File: src/rtl/pad_cmd_scheduler.sv
// NES pad command scheduler: turns polled button samples into game commands.
// Press edges fire one-shot commands. Left/Right/Down add delayed auto-repeat.
// Pending commands are arbitrated by fixed priority onto one registered
// valid/ready port.
module pad_cmd_scheduler #(
    parameter int unsigned DAS_DELAY  = 10,
    parameter int unsigned ARR_PERIOD = 3,
    parameter int unsigned CNT_W      = 6
) (
    input  logic       clk,
    input  logic       reset,
    input  logic       btn_valid,
    input  logic [7:0] btn_state,
    output logic       cmd_valid,
    output logic [2:0] cmd,
    input  logic       cmd_ready,
    output logic       cmd_drop
);

    // Repeat channel index: 0 Left, 1 Right, 2 Down
    localparam int unsigned NumRep = 3;
    localparam logic [NumRep-1:0] LrMask = 3'b011;
    localparam logic [CNT_W-1:0] DasCnt = CNT_W'(DAS_DELAY);
    localparam logic [CNT_W-1:0] ArrCnt = CNT_W'(ARR_PERIOD);

    typedef enum logic [1:0] {StIdle, StDelay, StRepeat} rep_state_e;

    logic [7:0]        prev_q;
    logic [7:0]        press;
    logic [NumRep-1:0] rep_held;
    logic [NumRep-1:0] rep_edge;
    logic [NumRep-1:0] rep_trig;
    logic              lr_conflict;

    rep_state_e        rep_q   [NumRep];
    rep_state_e        rep_d   [NumRep];
    logic [CNT_W-1:0]  cnt_q   [NumRep];
    logic [CNT_W-1:0]  cnt_d   [NumRep];
    logic [CNT_W-1:0]  cnt_inc [NumRep];

    // Pending bit j holds command code j+1
    logic [6:0] trig;
    logic [6:0] pend_q;
    logic [6:0] pend_d;
    logic [6:0] sel_mask;
    logic [6:0] clr_mask;
    logic [2:0] sel_cmd;
    logic       load;
    logic       drop_d;
    logic       cmd_valid_q;
    logic [2:0] cmd_q;
    logic       cmd_drop_q;

    // Press-edge detection and repeat-channel input mapping
    always_comb begin
        press       = btn_valid ? (btn_state & ~prev_q) : 8'h00;
        rep_held    = {btn_state[2], btn_state[0], btn_state[1]};
        rep_edge    = {press[2], press[0], press[1]};
        lr_conflict = btn_state[1] & btn_state[0];
        for (int r = 0; r < NumRep; r++) begin
            cnt_inc[r] = cnt_q[r] + CNT_W'(1);
        end
    end

    // Repeat FSM state and counter registers
    always_ff @(posedge clk) begin
        if (reset) begin
            for (int r = 0; r < NumRep; r++) begin
                rep_q[r] <= StIdle;
                cnt_q[r] <= '0;
            end
        end else begin
            for (int r = 0; r < NumRep; r++) begin
                rep_q[r] <= rep_d[r];
                cnt_q[r] <= cnt_d[r];
            end
        end
    end

    // Repeat FSM next state; only a poll sample moves the FSMs
    always_comb begin
        for (int r = 0; r < NumRep; r++) begin
            rep_d[r] = rep_q[r];
            cnt_d[r] = cnt_q[r];
            if (btn_valid) begin
                if (!rep_held[r] || (lr_conflict && LrMask[r])) begin
                    rep_d[r] = StIdle;
                    cnt_d[r] = '0;
                end else begin
                    unique case (rep_q[r])
                        StIdle: begin
                            if (rep_edge[r]) begin
                                rep_d[r] = StDelay;
                                cnt_d[r] = '0;
                            end
                        end
                        StDelay: begin
                            if (cnt_inc[r] == DasCnt) begin
                                rep_d[r] = StRepeat;
                                cnt_d[r] = '0;
                            end else begin
                                cnt_d[r] = cnt_inc[r];
                            end
                        end
                        StRepeat: begin
                            cnt_d[r] = (cnt_inc[r] == ArrCnt) ? '0 : cnt_inc[r];
                        end
                        default: begin
                            rep_d[r] = StIdle;
                            cnt_d[r] = '0;
                        end
                    endcase
                end
            end
        end
    end

    // Repeat FSM outputs: trigger strobes per channel
    always_comb begin
        rep_trig = '0;
        for (int r = 0; r < NumRep; r++) begin
            if (btn_valid) begin
                if (lr_conflict && LrMask[r]) begin
                    // Conflicting L+R: edges still count, repeat suppressed
                    rep_trig[r] = rep_edge[r];
                end else if (rep_held[r]) begin
                    unique case (rep_q[r])
                        StIdle:   rep_trig[r] = rep_edge[r];
                        StDelay:  rep_trig[r] = (cnt_inc[r] == DasCnt);
                        StRepeat: rep_trig[r] = (cnt_inc[r] == ArrCnt);
                        default:  rep_trig[r] = 1'b0;
                    endcase
                end
            end
        end
    end

    // Command triggers, priority select and pending update
    always_comb begin
        trig = {press[4], press[3], press[6], press[7], rep_trig[2], rep_trig[1], rep_trig[0]};

        sel_cmd  = 3'd0;
        sel_mask = 7'd0;
        if (pend_q[6]) begin
            sel_cmd  = 3'd7;
            sel_mask = 7'b1000000;
        end else if (pend_q[5]) begin
            sel_cmd  = 3'd6;
            sel_mask = 7'b0100000;
        end else if (pend_q[3]) begin
            sel_cmd  = 3'd4;
            sel_mask = 7'b0001000;
        end else if (pend_q[4]) begin
            sel_cmd  = 3'd5;
            sel_mask = 7'b0010000;
        end else if (pend_q[0]) begin
            sel_cmd  = 3'd1;
            sel_mask = 7'b0000001;
        end else if (pend_q[1]) begin
            sel_cmd  = 3'd2;
            sel_mask = 7'b0000010;
        end else if (pend_q[2]) begin
            sel_cmd  = 3'd3;
            sel_mask = 7'b0000100;
        end

        load     = (!cmd_valid_q || cmd_ready) && (|pend_q);
        clr_mask = load ? sel_mask : 7'd0;
        // A bit leaving for the output this cycle is not a coalesce target
        drop_d   = |(trig & pend_q & ~clr_mask);
        pend_d   = (pend_q & ~clr_mask) | trig;
    end

    // Sample history, pending bits and registered output port
    always_ff @(posedge clk) begin
        if (reset) begin
            prev_q      <= 8'h00;
            pend_q      <= '0;
            cmd_valid_q <= 1'b0;
            cmd_q       <= 3'd0;
            cmd_drop_q  <= 1'b0;
        end else begin
            if (btn_valid) begin
                prev_q <= btn_state;
            end
            pend_q     <= pend_d;
            cmd_drop_q <= drop_d;
            if (load) begin
                cmd_valid_q <= 1'b1;
                cmd_q       <= sel_cmd;
            end else if (cmd_ready) begin
                cmd_valid_q <= 1'b0;
                cmd_q       <= 3'd0;
            end
        end
    end

    assign cmd_valid = cmd_valid_q;
    assign cmd       = cmd_q;
    assign cmd_drop  = cmd_drop_q;

endmodule

File: config.mk
export PLATFORM = sky130hd
export DESIGN_NAME = pad_cmd_scheduler
export DESIGN_NICKNAME = d
export VERILOG_FILES = /design/src/rtl/pad_cmd_scheduler.sv
export SDC_FILE = /design/constraint.sdc
export NUM_CORES = 1
export LEC_CHECK = 0
export CAP_MARGIN = 20
export CORE_UTILIZATION = 35
export DETAILED_ROUTE_END_ITERATION = 8
export PLACE_DENSITY_LB_ADDON = 0.12
export SLEW_MARGIN = 0
export SYNTH_ARGS = -nofsm -noshare
export SYNTH_HDL_FRONTEND = slang
export SYNTH_SLANG_ARGS = --single-unit
File: constraint.sdc
create_clock -name clk -period 5.3 [get_ports clk]
set_input_delay 1.06 -clock clk [delete_from_list [all_inputs] [get_ports clk]]
set_output_delay 1.06 -clock clk [all_outputs]
set_load 0.03 [all_outputs]
### Routing congestion, run 1

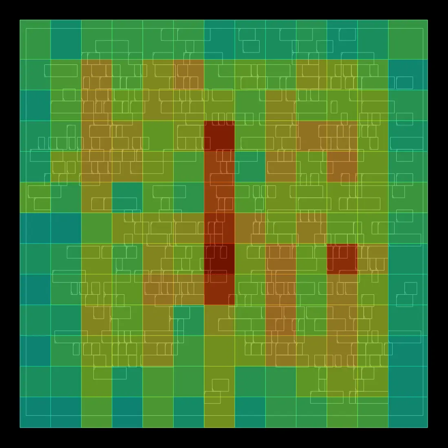
routing layer with the top usage in global route: met2
fraction of met2 tracks used by global routing: 25.2%
met1 Track Usage GR: 20.9%
routing usage on met3: 2.82%

### Sequential cells grouped by signal name, run 1

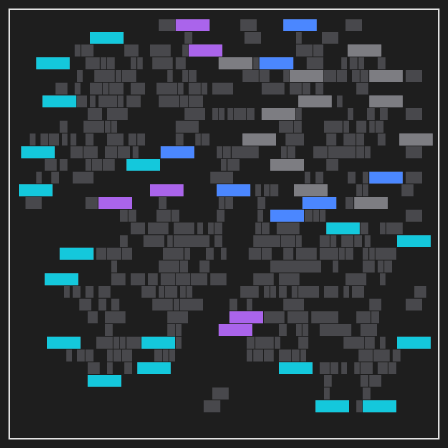
[cyan] cnt_q | sequential cells: 18 | where: spread over the die
[purple] rep_q | sequential cells: 6
[blue] prev_q | sequential cells: 7
not colored: 12

==> Implementation_results.wiki, run 1 <==
=== Physical design figures ===
{| class="wikitable"
! Metric !! Value
|-
| Root Driver || sky130_fd_sc_hd__clkbuf_8
|-
| Syn Nets || 384
|-
| Number of standard cells after synthesis || approximately 350
|-
| Worst setup SP type || input port
|-
| Setup bufs post-CTS || 0
|-
| Worst setup path endpoint || cnt_q[0][10]$_SDFFE_PP0P_
|-
| Placement Setup Slack || 2.03 ns
|-
| Launch point of the critical path || btn_state[0]
|-
| Part of the cycle the worst path needs || between 50% and 60%
|-
| Wire length of the first global-routing pass || 10700 µm
|-
| Residual DRC || 0
|-
| Maximum number of pins on one net before global-route repair || roughly 40
|-
| Clock tree from TritonCTS || built
|-
| Diode count || 0
|-
| Post-Syn Area per Cell || 8.11 µm²
|-
| First-pass iteration count of the detailed router || 4
|-
| Result of the run || completed
|-
| Required @ worst endpoint || 5.54 ns
|-
| Clock period minus final worst setup slack || roughly 3 ns
|-
| Static leakage || 1.12 nW
|-
| Hold-fix buffers, CTS || 0
|-
| IO Pins || 17
|-
| Synth flops || 43
|-
| R2R setup slack || 3.08 ns
|-
| Vias in the first global route || around 2300
|-
| Hold Crit Start || prev_q[7]$_SDFFE_PP0P_
|-
| Post-detailed-route wirelength per cell || 12.7 µm
|-
| Synth top area cells || sky130_fd_sc_hd__dfxtp_1 (31%), sky130_fd_sc_hd__ha_1 (11%), sky130_fd_sc_hd__a21oi_1 (6.0%)
|-
| Accumulated negative setup slack || 0 ns
|-
| Number of stages on the worst setup path || 6
|-
| Initial Util || 36.2%
|-
| Fraction of synthesized cell area taken by the top area cell type || just over 30%
|-
| Clock Sinks || 43
|-
| Design area || 0.00318 mm²
|-
| Synthesized cell area || 0.00281 mm²
|-
| Max-slew headroom at the worst pin || 58.0%
|-
| Share of final-layout standard cells stronger than drive strength 1 || 9.92%
|-
| Setup repair after global routing missed its margin || no
|-
| Final core utilization || between 40% and 50%
|-
| Proportion of register bits with asynchronous set or reset after synthesis || 0%
|-
| PnR worst setup slack || approximately 2.4 ns
|-
| Level count of the clock H-tree || 2
|-
| FP Rows || 32
|-
| Maximum fanout along the worst path || 8
|-
| Cell count of the worst hold path || 2
|-
| Count of distinct cell types in the synthesized netlist || 61
|-
| Non-filler instance count after layout || approximately 470
|-
| P&R area growth vs syn || 13.0%
|-
| Commonest cells post-synth || sky130_fd_sc_hd__nand2_1 (44), sky130_fd_sc_hd__dfxtp_1 (43), sky130_fd_sc_hd__a21oi_1 (34), sky130_fd_sc_hd__nor2_1 (31), sky130_fd_sc_hd__ha_1 (25)
|-
| Worst min-delay path class || reg2reg
|-
| Worst hold margin || 0.463 ns
|-
| Final Net Count || 399
|-
| Cell type with the largest total area || sky130_fd_sc_hd__dfxtp_1
|-
| CTS resizes || 0
|-
| Chip width || 91.6 µm
|-
| Predominant post-synthesis flop cell || sky130_fd_sc_hd__dfxtp_1
|-
| Highest Clock Rate || between 300 and 400 MHz
|-
| Total buffers and inverters traversed by the critical path || 1
|-
| Final hold viol count || 0
|-
| Maximum capacitance violations || 0
|-
| Num CTS Buffers || 5
|-
| Yosys Warn Count || 0
|-
| Instance area after placement || between 0.003 and 0.004 mm²
|-
| Cell type group with the largest total delay on the critical path || simple AND/OR/NAND/NOR gates
|-
| Total wirelength of the detailed-routed design || ~5900 µm
|-
| Vertical die size || 91.6 µm
|-
| Number of OpenROAD warnings || 46
|-
| Register share after synthesis || 30.6%
|-
| Class of the most critical setup path || in2reg
|-
| Number of violations reported at the end of detailed-routing iteration 0 || 57
|-
| Slowest cell on the critical path || sky130_fd_sc_hd__clkdlybuf4s50_1
|-
| Final weighted congestion in routability-driven placement || 0.804
|-
| Count of buffers inserted at the top-level ports || 15
|-
| Number of placed cells counting well taps || 457
|-
| Cells in synth_stat.txt || 347
|-
| Remaining global-route overflow || 0
|-
| Most instantiated library cell after synthesis || sky130_fd_sc_hd__nand2_1
|-
| Worst R2R Start || cnt_q[0][6]$_SDFFE_PP0P_
|-
| Longest individual stage delay on the worst path || 0.58 ns
|-
| Clk_lat worst skew || just over 0.3 ns
|-
| Worst flop-to-flop path endpoint || rep_q[0][2]$_SDFFE_PP0P_
|-
| Kind of capture point of the worst setup path || register
|-
| Post-DP HPWL || 4190 µm
|-
| Number of cells traversed by the worst register-to-register path || 7
|-
| CTS clock-pin slew for the worst setup and hold paths || 0.09 ns
|-
| Overall routing resource usage || 15.4%
|-
| Worst Clk Skew || 0.00704 ns
|-
| Vias after detailed routing || 2477
|-
| Worst-margin pin slew || 0.622 ns
|-
| Antenna viol nets, final || 0
|-
| Peak supply drop || 0.0790 mV
|-
| Flip-flops with a built-in enable || 0
|-
| Post-layout power || 0.709 mW
|-
| Via/cell ratio || ~5.3
|-
| Core region area || 0.00777 mm²
|-
| Final-report setup violation count || 0
|-
| Die area || 0.00840 mm²
|-
| Antenna violations before repair || 0
|-
| CP Data Arrival Time || 3.17 ns
|-
| Power density over the cells || around 220 mW/mm²
|-
| Clk buf depth || 2
|-
| Max-slew violation count || 0
|-
| Chip area estimate from yosys synthesis || 0.00281 mm²
|-
| Min-Delay Endpoint || prev_q[7]$_SDFFE_PP0P_
|-
| Ordered list of cells on the worst path || clkdlybuf4s50_1, nor2b_1, nand4_2, o21bai_4, or4b_1, a21oi_1
|}
### Wires at chosen ports, followed through buffers, run 1

Scale bar: 20 µm.
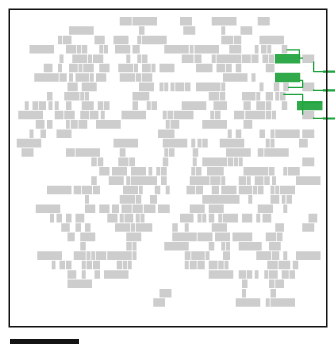
[green] cmd | direction: output | edge: east | end cells: 3 | buffers: 3 | wire: 43.6 µm

run 1: flip-flops by register name (all words and copies together) (netlist names):
signal / flops
pend_q: 7
prev_q: 7
rep_q: 6
cmd: 3
cmd_valid: 1
cnt_q: 18
cmd_drop: 1
run 1: kinds of logic after synthesis:
| logic type | after synthesis | share of synthesized area [%] |
|---|---|---|
| flops | 43 | 30.6 |
| compound gates | 96 | 23.6 |
| buf+inv | 31 | 4.36 |
| mux | 8 | 3.02 |
| fa+ha+maj | 25 | 11.1 |
| xor+xnor | 4 | 1.51 |
| simple gates | 140 | 25.8 |
run 1: layout make-up:
cell class / count / area (µm²)
Inverter: 22 / 82.6
Clock inverter: 3 / 43.8
Timing Repair Buffer: 17 / 165
Clock buffer: 5 / 68.8
Multi-Input combinational cell: 273 / 1830
Fill cell: 840 / 4590
Tap cell: 102 / 128
Sequential cell: 43 / 861
run 1: routing by layer:
layer | track usage, % | up-vias | routed length [µm]
met4 | 3.97 | 0 | 65
met1 | 20.9 | 1155 | 2990
met2 | 25.2 | 31 | 2710
met3 | 2.82 | 8 | 134
li1 | - | 1283 | -
met5 | 0 | - | 0
run 1: power breakdown:
group | switching (mW) | leakage (nW) | internal, mW
logic | 0.0561 | 0.709 | 0.0408
clock network | 0.128 | 0.0581 | 0.141
registers | 0.0105 | 0.350 | 0.334
total | 0.194 | 1.12 | 0.515
run 1: placed cells by master, fill, tap and decap left out, drive strengths merged, types with 6 or more instances in the layout:
cell type / n
nand2: 44
dfxtp: 43
a21oi: 37
nor2: 31
ha: 25
inv: 22
o21ai: 21
clkdlybuf4s50: 15
nand3: 12
nor3: 8
nor3b: 6
--- run 2 (diff from run 1) ---
==> constraint.sdc (replaced) <==
create_clock -name clk -period 2.5 [get_ports clk]
set_input_delay 0.5 -clock clk [delete_from_list [all_inputs] [get_ports clk]]
set_output_delay 0.5 -clock clk [all_outputs]
set_load 0.03 [all_outputs]
### Signal wires on met2, run 2

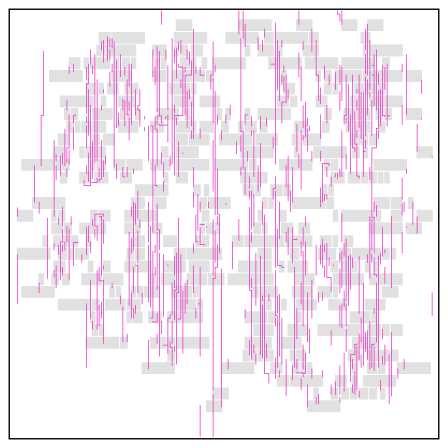
wire length on this layer: 2870 µm
longest straight run: 34.0 µm

### Sequential cells grouped by signal name, run 2

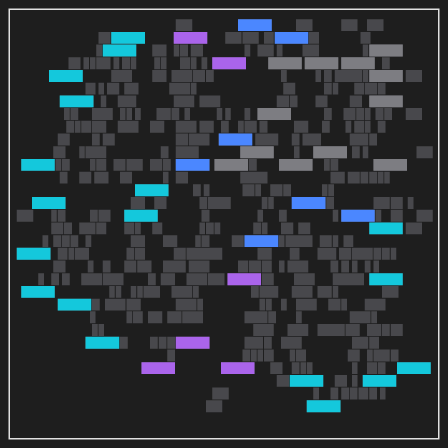
[cyan] cnt_q | sequential cells: 18 | where: spread over the die
[purple] rep_q | sequential cells: 6
[blue] prev_q | sequential cells: 7
not colored: 12

==> Implementation_results.wiki, run 2 <==
=== Physical design figures ===
{| class="wikitable"
! Metric !! Value
|-
| Result of the run || completed
|-
| Fraction of met2 tracks used by global routing || 26.9% (+1.7 points)
|-
| Chip area estimate from yosys synthesis || 0.00281 mm² (unchanged)
|-
| Hold-fix buffers, CTS || 0 (unchanged)
|-
| CTS resizes || 0 (unchanged)
|-
| Routed length on met1 || 3080 µm (+2.9%)
|-
| Vias after detailed routing || 2454 (-0.93%)
|-
| Residual DRC || 0 (unchanged)
|-
| Instance area after placement || 0.00316 mm² (+2.9%)
|-
| Area fraction in compound gates after synthesis || 23.6% (unchanged)
|-
| Routing layer with the top usage in global route || met2
|-
| FP Rows || 32 (unchanged)
|-
| Final weighted congestion in routability-driven placement || 0.769 (-4.4%)
|-
| Design area || 0.00325 mm² (+2.2%)
|-
| Regs by FF count || cnt_q: 18 flops, pend_q: 7 flops, prev_q: 7 flops
|-
| Setup repair after global routing missed its margin || no
|-
| Level count of the clock H-tree || 2 (unchanged)
|-
| Core region area || 0.00777 mm² (unchanged)
|-
| Worst setup SP type || register
|-
| Kind of capture point of the worst setup path || register
|-
| Post-Synth Adder-Cell Area || 11.1% (unchanged)
|-
| Largest Register || cnt_q
|-
| Post-layout power || 1.42 mW (+100%)
|-
| Met3 wire length || 103 µm (-23%)
|-
| Static leakage || 1.16 nW (+3.6%)
|-
| Die area || 0.00840 mm² (unchanged)
|-
| Num CTS Buffers || 5 (unchanged)
|-
| Count of distinct cell types in the synthesized netlist || 61 (unchanged)
|-
| Synth Area in XOR/XNOR || 1.51% (unchanged)
|-
| Clock tree from TritonCTS || built
|-
| Antenna violations before repair || 0 (unchanged)
|-
| Part of the cycle the worst path needs || 87.8%
|-
| Commonest cells post-synth || sky130_fd_sc_hd__nand2_1 (44), sky130_fd_sc_hd__dfxtp_1 (43), sky130_fd_sc_hd__a21oi_1 (34), sky130_fd_sc_hd__nor2_1 (31), sky130_fd_sc_hd__ha_1 (25)
|-
| Max-slew headroom at the worst pin || 68.9% (+11 points)
|-
| Clock period minus final worst setup slack || ~2.2 ns
|-
| Predominant post-synthesis flop cell || sky130_fd_sc_hd__dfxtp_1
|-
| Final hold viol count || 0 (unchanged)
|-
| CTS clock-pin slew for the worst setup and hold paths || 0.09 ns (about the same)
|-
| Synth flops || 43 (unchanged)
|-
| Ordered list of cells on the worst path || ha_1, nand2_1, o41ai_1, o211ai_1, a21oi_2, mux2_2, a21oi_1
|-
| Cell type with the largest total area || sky130_fd_sc_hd__dfxtp_1
|-
| Syn Nets || 384 (unchanged)
|-
| Share of final-layout standard cells stronger than drive strength 1 || 12.8% (+2.9 points)
|-
| Power density over the cells || 438 mW/mm² (+96%)
|-
| Vertical die size || 91.6 µm (unchanged)
|-
| Final-report setup violation count || 0 (unchanged)
|-
| Number of violations reported at the end of detailed-routing iteration 0 || 45 (-21%)
|-
| Peak supply drop || 0.212 mV (+170%)
|-
| Clock Sinks || 43 (unchanged)
|-
| Max-slew violation count || 0 (unchanged)
|-
| Most used cells in the layout excluding fill and tap cells || sky130_fd_sc_hd__nand2_1 (44), sky130_fd_sc_hd__dfxtp_1 (43), sky130_fd_sc_hd__a21oi_1 (34), sky130_fd_sc_hd__nor2_1 (31), sky130_fd_sc_hd__ha_1 (25)
|-
| Highest Clock Rate || 456 MHz
|-
| Wire length of the first global-routing pass || 10900 µm (+1.9%)
|-
| Post-DP HPWL || 4560 µm (+8.8%)
|-
| P&R area growth vs syn || 15.5%
|-
| Cells in synth_stat.txt || 347 (unchanged)
|-
| Count of buffers inserted at the top-level ports || 15 (unchanged)
|-
| Required @ worst endpoint || 2.74 ns (-2.80 ns)
|-
| Maximum number of pins on one net before global-route repair || 20 (-50%)
|-
| Worst hold margin || 0.470 ns (+0.00654 ns)
|-
| IO Pins || 17 (unchanged)
|-
| Root Driver || sky130_fd_sc_hd__clkbuf_8
|-
| Final Net Count || 411 (+3.0%)
|-
| Slowest cell on the critical path || sky130_fd_sc_hd__dfxtp_1
|-
| Vias in the first global route || 2352 (+3.3%)
|-
| First-pass iteration count of the detailed router || 4 (unchanged)
|-
| Synth top area cells || sky130_fd_sc_hd__dfxtp_1 (31%), sky130_fd_sc_hd__ha_1 (11%), sky130_fd_sc_hd__a21oi_1 (6.0%)
|-
| Accumulated negative setup slack || 0 ns (unchanged)
|-
| Mux frac, synth || 3.02% (unchanged)
|-
| Number of standard cells after synthesis || 347 (unchanged)
|-
| Largest non-sequential cell family by area || simple AND/OR/NAND/NOR gates
|-
| Simple logic cell fraction of the synthesized area || 25.8% (unchanged)
|-
| Maximum capacitance violations || 0 (unchanged)
|-
| Worst Clk Skew || 0.00622 ns (-0.000820 ns)
|-
| Final core utilization || 41.8% (+0.90 points)
|-
| CP Data Arrival Time || 2.43 ns (-0.74 ns)
|-
| Remaining global-route overflow || 0 (unchanged)
|-
| Diode count || 0 (unchanged)
|-
| Total buffers and inverters traversed by the critical path || 0 (-1)
|-
| Met1 Track Usage GR || 20.6% (-0.37 points)
|-
| Flip-flop count of the largest register after layout || 18 (unchanged)
|-
| Total wirelength of the detailed-routed design || 6120 µm (+3.7%)
|-
| Antenna viol nets, final || 0 (unchanged)
|-
| Maximum fanout along the worst path || 8 (unchanged)
|-
| Initial Util || 36.2% (unchanged)
|-
| Synthesized cell area || 0.00281 mm² (unchanged)
|-
| Chip width || 91.6 µm (unchanged)
|-
| Post-detailed-route wirelength per cell || 12.8 µm (+1.1%)
|-
| Worst-margin pin slew || 0.465 ns (-0.157 ns)
|-
| Flip-flops with a built-in enable || 0 (unchanged)
|-
| Class of the most critical setup path || reg2reg
|-
| Number of OpenROAD warnings || 46 (unchanged)
|-
| Cell type group with the largest total delay on the critical path || AND-OR/OR-AND gates
|-
| Most instantiated library cell after synthesis || sky130_fd_sc_hd__nand2_1
|-
| Register share after synthesis || 30.6% (unchanged)
|-
| Proportion of register bits with asynchronous set or reset after synthesis || 0% (unchanged)
|-
| Setup bufs post-CTS || 0 (unchanged)
|-
| Longest individual stage delay on the worst path || 0.48 ns (-0.10 ns)
|-
| Routing usage on met3 || 2.74% (-0.083 points)
|-
| Post-Syn Area per Cell || 8.11 µm² (unchanged)
|-
| Uppermost layer routed || met4
|-
| Fraction of synthesized cell area taken by the top area cell type || 30.6% (unchanged)
|-
| Yosys Warn Count || 0 (unchanged)
|-
| Clk_lat worst skew || 0.30 ns (about the same)
|-
| Clk buf depth || 2 (unchanged)
|-
| Met2 wire length || 2870 µm (+5.9%)
|-
| Most used logic cell in the final layout || sky130_fd_sc_hd__nand2_1
|-
| Worst min-delay path class || reg2reg
|-
| Via/cell ratio || 5.14 (-3.4%)
|-
| Overall routing resource usage || 15.8% (+0.38 points)
|}
run 2: kinds of logic (layout without fill, tap and decap cells):
logic type      Yosys count  count (layout)
simple gates            140             140
compound gates           96              96
flops                    43              43
buf+inv                  31              59
fa+ha+maj                25              25
mux                       8               8
xor+xnor                  4               4
run 2: path summary, 6_finish.rpt:
path | slack (ns) | end | depth (start not counted) | start
worst max register to register | 0.31 | rep_q[0][2]$_SDFFE_PP0P_ | 7 | cnt_q[0][6]$_SDFFE_PP0P_
worst max-delay path | 0.31 | rep_q[0][2]$_SDFFE_PP0P_ | 7 | cnt_q[0][6]$_SDFFE_PP0P_
worst min-delay path | 0.47 | prev_q[7]$_SDFFE_PP0P_ | 2 | prev_q[7]$_SDFFE_PP0P_
worst min register to register | 0.47 | prev_q[7]$_SDFFE_PP0P_ | 2 | prev_q[7]$_SDFFE_PP0P_
run 2: area by class of cell:
type                       count  area (µm²)
fill                         810        4520
multi-input combinational    273        1830
sequential                    43         861
timing repair buffer          29         255
tap                          102         128
inverter                      22        82.6
clock buffer                   5        68.8
clock inverter                 3        23.8
run 2: through the flow:
stage	instances	worst slack, ns
3_3_place_gp	469	0.177
3_5_place_dp	469	0.173
5_1_grt	477	0.0475
6_report	477	0.305
2_1_floorplan	347	0.552
4_1_cts	477	0.304
run 2: power by group:
part / internal, mW / total (mW) / switching, mW
combinational: 0.0987 / 0.221 / 0.122
clock: 0.200 / 0.474 / 0.274
sequential: 0.707 / 0.729 / 0.0221
run 2: tightest hold or removal path, cell delays in order, from the launching register on:
cell and delay (ns):
sky130_fd_sc_hd__dfxtp_1 0.32, sky130_fd_sc_hd__nand2_1 0.05, sky130_fd_sc_hd__a21oi_1 0.05
Power figures rest on the tool's default switching activity, not on a simulated workload.
